<file path="src/rtl/load_store_unit.sv">
// MEM-stage load/store initiator: one request at a time, word-addressed data memory,
// read-modify-write for sub-word stores, sign/zero-extended sub-word loads.
module load_store_unit #(
  parameter int MEM_WORDS = 64
) (
  input  logic        clock,
  input  logic        reset,
  input  logic        req_valid,
  output logic        req_ready,
  input  logic        req_write,
  input  logic [1:0]  req_size,
  input  logic        req_unsigned,
  input  logic [31:0] req_addr,
  input  logic [31:0] req_wdata,
  output logic        resp_valid,
  input  logic        resp_ready,
  output logic [31:0] resp_rdata,
  output logic        resp_error,
  output logic [31:0] mem_address,
  output logic [31:0] mem_write_data,
  output logic        ctrl_mem_read,
  output logic        ctrl_mem_write,
  input  logic [31:0] mem_read_data
);

  localparam logic [31:0] MEM_BYTES = 32'(MEM_WORDS * 4);

  typedef enum logic [2:0] {IDLE, LOAD, STORE, RMW_RD, RMW_WR, RESP} state_t;

  state_t      state;
  logic [1:0]  lat_size;
  logic [1:0]  lat_offset;
  logic        lat_unsigned;
  logic [31:0] lat_wdata;
  logic        req_bad;

  function automatic logic [31:0] extract(input logic [31:0] word, input logic [1:0] size,
                                          input logic [1:0] offset, input logic uns);
    logic [31:0] shifted;
    shifted = word >> {offset, 3'b000};
    case (size)
      2'b00:   extract = uns ? {24'b0, shifted[7:0]}  : {{24{shifted[7]}}, shifted[7:0]};
      2'b01:   extract = uns ? {16'b0, shifted[15:0]} : {{16{shifted[15]}}, shifted[15:0]};
      default: extract = word;
    endcase
  endfunction

  function automatic logic [31:0] merge(input logic [31:0] old, input logic [31:0] wdata,
                                        input logic [1:0] size, input logic [1:0] offset);
    logic [31:0] lane;
    lane  = (size == 2'b00) ? 32'h0000_00FF : 32'h0000_FFFF;
    merge = (old & ~(lane << {offset, 3'b000})) | ((wdata & lane) << {offset, 3'b000});
  endfunction

  assign req_ready = (state == IDLE);

  assign req_bad = (req_size == 2'b11)
                || (req_size == 2'b01 && req_addr[0])
                || (req_size == 2'b10 && req_addr[1:0] != 2'b00)
                || (req_addr >= MEM_BYTES);

  // Strobes are registered and raised on entry to the access state, so each lasts one cycle.
  always_ff @(posedge clock or negedge reset) begin
    if (!reset) begin
      state          <= IDLE;
      lat_size       <= 2'b00;
      lat_offset     <= 2'b00;
      lat_unsigned   <= 1'b0;
      lat_wdata      <= 32'b0;
      resp_valid     <= 1'b0;
      resp_rdata     <= 32'b0;
      resp_error     <= 1'b0;
      mem_address    <= 32'b0;
      mem_write_data <= 32'b0;
      ctrl_mem_read  <= 1'b0;
      ctrl_mem_write <= 1'b0;
    end else begin
      case (state)
        IDLE: begin
          if (req_valid) begin
            lat_size     <= req_size;
            lat_offset   <= req_addr[1:0];
            lat_unsigned <= req_unsigned;
            lat_wdata    <= req_wdata;
            mem_address  <= {2'b00, req_addr[31:2]};
            if (req_bad) begin
              resp_error <= 1'b1;
              resp_rdata <= 32'b0;
              resp_valid <= 1'b1;
              state      <= RESP;
            end else if (!req_write) begin
              ctrl_mem_read <= 1'b1;
              state         <= LOAD;
            end else if (req_size == 2'b10) begin
              ctrl_mem_write <= 1'b1;
              mem_write_data <= req_wdata;
              state          <= STORE;
            end else begin
              ctrl_mem_read <= 1'b1;
              state         <= RMW_RD;
            end
          end
        end
        LOAD: begin
          ctrl_mem_read <= 1'b0;
          resp_rdata    <= extract(mem_read_data, lat_size, lat_offset, lat_unsigned);
          resp_error    <= 1'b0;
          resp_valid    <= 1'b1;
          state         <= RESP;
        end
        STORE: begin
          ctrl_mem_write <= 1'b0;
          resp_rdata     <= 32'b0;
          resp_error     <= 1'b0;
          resp_valid     <= 1'b1;
          state          <= RESP;
        end
        RMW_RD: begin
          ctrl_mem_read  <= 1'b0;
          ctrl_mem_write <= 1'b1;
          mem_write_data <= merge(mem_read_data, lat_wdata, lat_size, lat_offset);
          state          <= RMW_WR;
        end
        RMW_WR: begin
          ctrl_mem_write <= 1'b0;
          resp_rdata     <= 32'b0;
          resp_error     <= 1'b0;
          resp_valid     <= 1'b1;
          state          <= RESP;
        end
        RESP: begin
          if (resp_ready) begin
            resp_valid <= 1'b0;
            resp_error <= 1'b0;
            resp_rdata <= 32'b0;
            state      <= IDLE;
          end
        end
        default: state <= IDLE;
      endcase
    end
  end

endmodule

</file>
<file path="config.mk">
export PLATFORM = sky130hd
export DESIGN_NAME = load_store_unit
export DESIGN_NICKNAME = d
export VERILOG_FILES = /design/src/rtl/load_store_unit.sv
export SDC_FILE = /design/constraint.sdc
export NUM_CORES = 1
export LEC_CHECK = 0
export CAP_MARGIN = 20
export CELL_PAD_IN_SITES_DETAIL_PLACEMENT = 1
export CELL_PAD_IN_SITES_GLOBAL_PLACEMENT = 2
export CORE_MARGIN = 1.5
export CORE_UTILIZATION = 35
export CTS_CLUSTER_SIZE = 10
export DETAILED_ROUTE_END_ITERATION = 12
export DONT_BUFFER_PORTS = 1
export GPL_ROUTABILITY_DRIVEN = 1
export PLACE_DENSITY_LB_ADDON = 0.08
export REMOVE_ABC_BUFFERS = 1
export SLEW_MARGIN = 20
export SYNTH_ARGS = -nofsm -noshare
export SYNTH_HDL_FRONTEND = slang
export SYNTH_SLANG_ARGS = --single-unit
</file>
<file path="constraint.sdc">
create_clock -name clock -period 5.8 [get_ports clock]
set_input_delay 1.16 -clock clock [delete_from_list [all_inputs] [get_ports clock]]
set_output_delay 1.16 -clock clock [all_outputs]
set_load 0.005 [all_outputs]
</file>
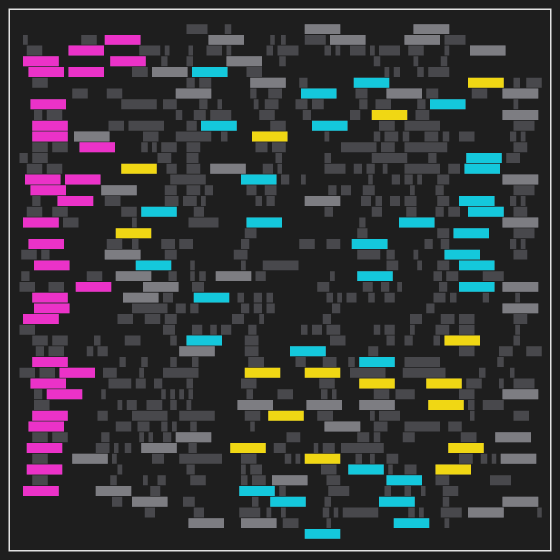
(where the registers sit)
Other sequential cells in the stronger gray, the rest of the logic in the fainter gray.
Key: resp_rdata = cyan [sequential cells 32]; lat_wdata = yellow [sequential cells 16]; mem_address = magenta [sequential cells 30, where a vertical strip on the left]
Another 44 sequential cells are not colored.

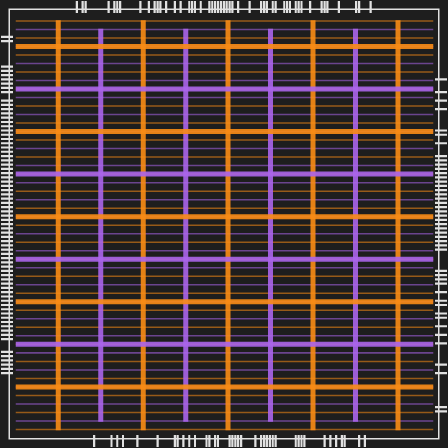
(power grid)
Pins as bars on the die edge.
Key: VDD = purple; VSS = orange
The core has 48 rows. 205 signal pins sit on the boundary. 9 straps on met5. 9 straps on met4. 49 met1 rails follow the rows.
Core ar.: 17400 sq um
maximum VDD drop: 0.252 mV
die height: 137 um
die extent in x: 137 um

==> results.txt <==
flow finished, numbers: status=finished, final reports clean, Worst Skew=8.34 ps, Syn Inst Count=544, routed wl met2=9.53 mm, crit-path cells=or3_4 > inv_2, Seq. pwr=1.50 mW, yosys warns=0, area fraction in mux cells=21.9%, Non-clock buffers=6, leakage power=3.19 nW, Top Consumer=registers, busiest layer in global routing=met2, total die size=18700 sq um, DRC viols=0, Vias=4372, antenna violations before repair=0, first-pass GRT wire length=29.1 mm, r2r setup slk=3290 ps, multi-input logic cell count=376, Reg power frac=39.7%, DR vias/cell=5.67, # Taps=225, Setup TNS=0 ps, post-layout min period=2730 ps, vias in the first global route=4829, Register Area=3050 sq um, worst slew pin tran=1180 ps, Sw Share=35.4%, worst path buffer plus inverter count=1, Non-clock buffering overhead=0.644%, Top Registers=mem_write_data (32), resp_rdata (32), mem_address (30), critical path capture point type=primary output, met2 Usage GRT=35.6%, tool warnings=27, Post-synth ARST share=100%, drt first pass iters=4, Worst setup endpoint=req_ready, IO Pins=205, GRT Total Usage=21.3%, H-tree levels=4, MaxCap Viol Count=0, clock slew at reported path FFs=60 ps, Worst path top cell family by delay=flip-flops, global route overflow=0, final setup vio count=0, RSZ-0062 raised after global routing=no, initial core utilization=36.0%, met1 Usage GRT=25.4%, invs w/o clock=11, simple-gate share of the synthesized area=9.35%, final instance area=7000 sq um, comb area leader=multiplexers, antenna viol nets, final=0, slowest CP cell=dfrtp_1, average cell area after synthesis=11.5 sq um, register area share after synthesis=48.8%, Area Overhead vs Synth=11.8%, crit path max fanout=14, clock share of power=29.6%, met3 WL=1.65 mm, worst hold path type=input port to asynchronous set/reset pin, clock-net power=1.12 mW, dpl ws=2590 ps, yosys cell count=544, Worst R2R Path Depth=5, Rel. slew slack=21.3%, crit path kind=flip-flop to primary output
cell families after synthesis:
kind of cell | count (synthesis)
simple gates | 115
other cells | 1
compound gates | 141
buf+inv | 47
mux | 118
flops | 122
worst register-to-register path, cell delays in order (launching register included):
cell and delay, ps:
dfrtp_1 380, nor2b_1 900, a21oi_2 320, a21oi_1 380, o21ai_0 130, mux2_2 290
synthesized netlist by cell type (9+ instances only):
cell	count	share of area, %
mux2_2	50	9.0
inv_1	10	0.60
dfrtp_1	122	49
nand2_1	46	2.8
mux2i_1	28	4.5
mux2_1	20	3.6
o21ai_0	44	3.5
nor2_1	16	0.96
o2bb2ai_1	10	1.4
clkbuf_1	12	0.72
nand2b_1	24	2.4
a21oi_1	19	1.5
mux2_4	20	4.8
buf_2	9	0.72
a22o_1	16	2.2
Power and IR drop assume default switching activity.
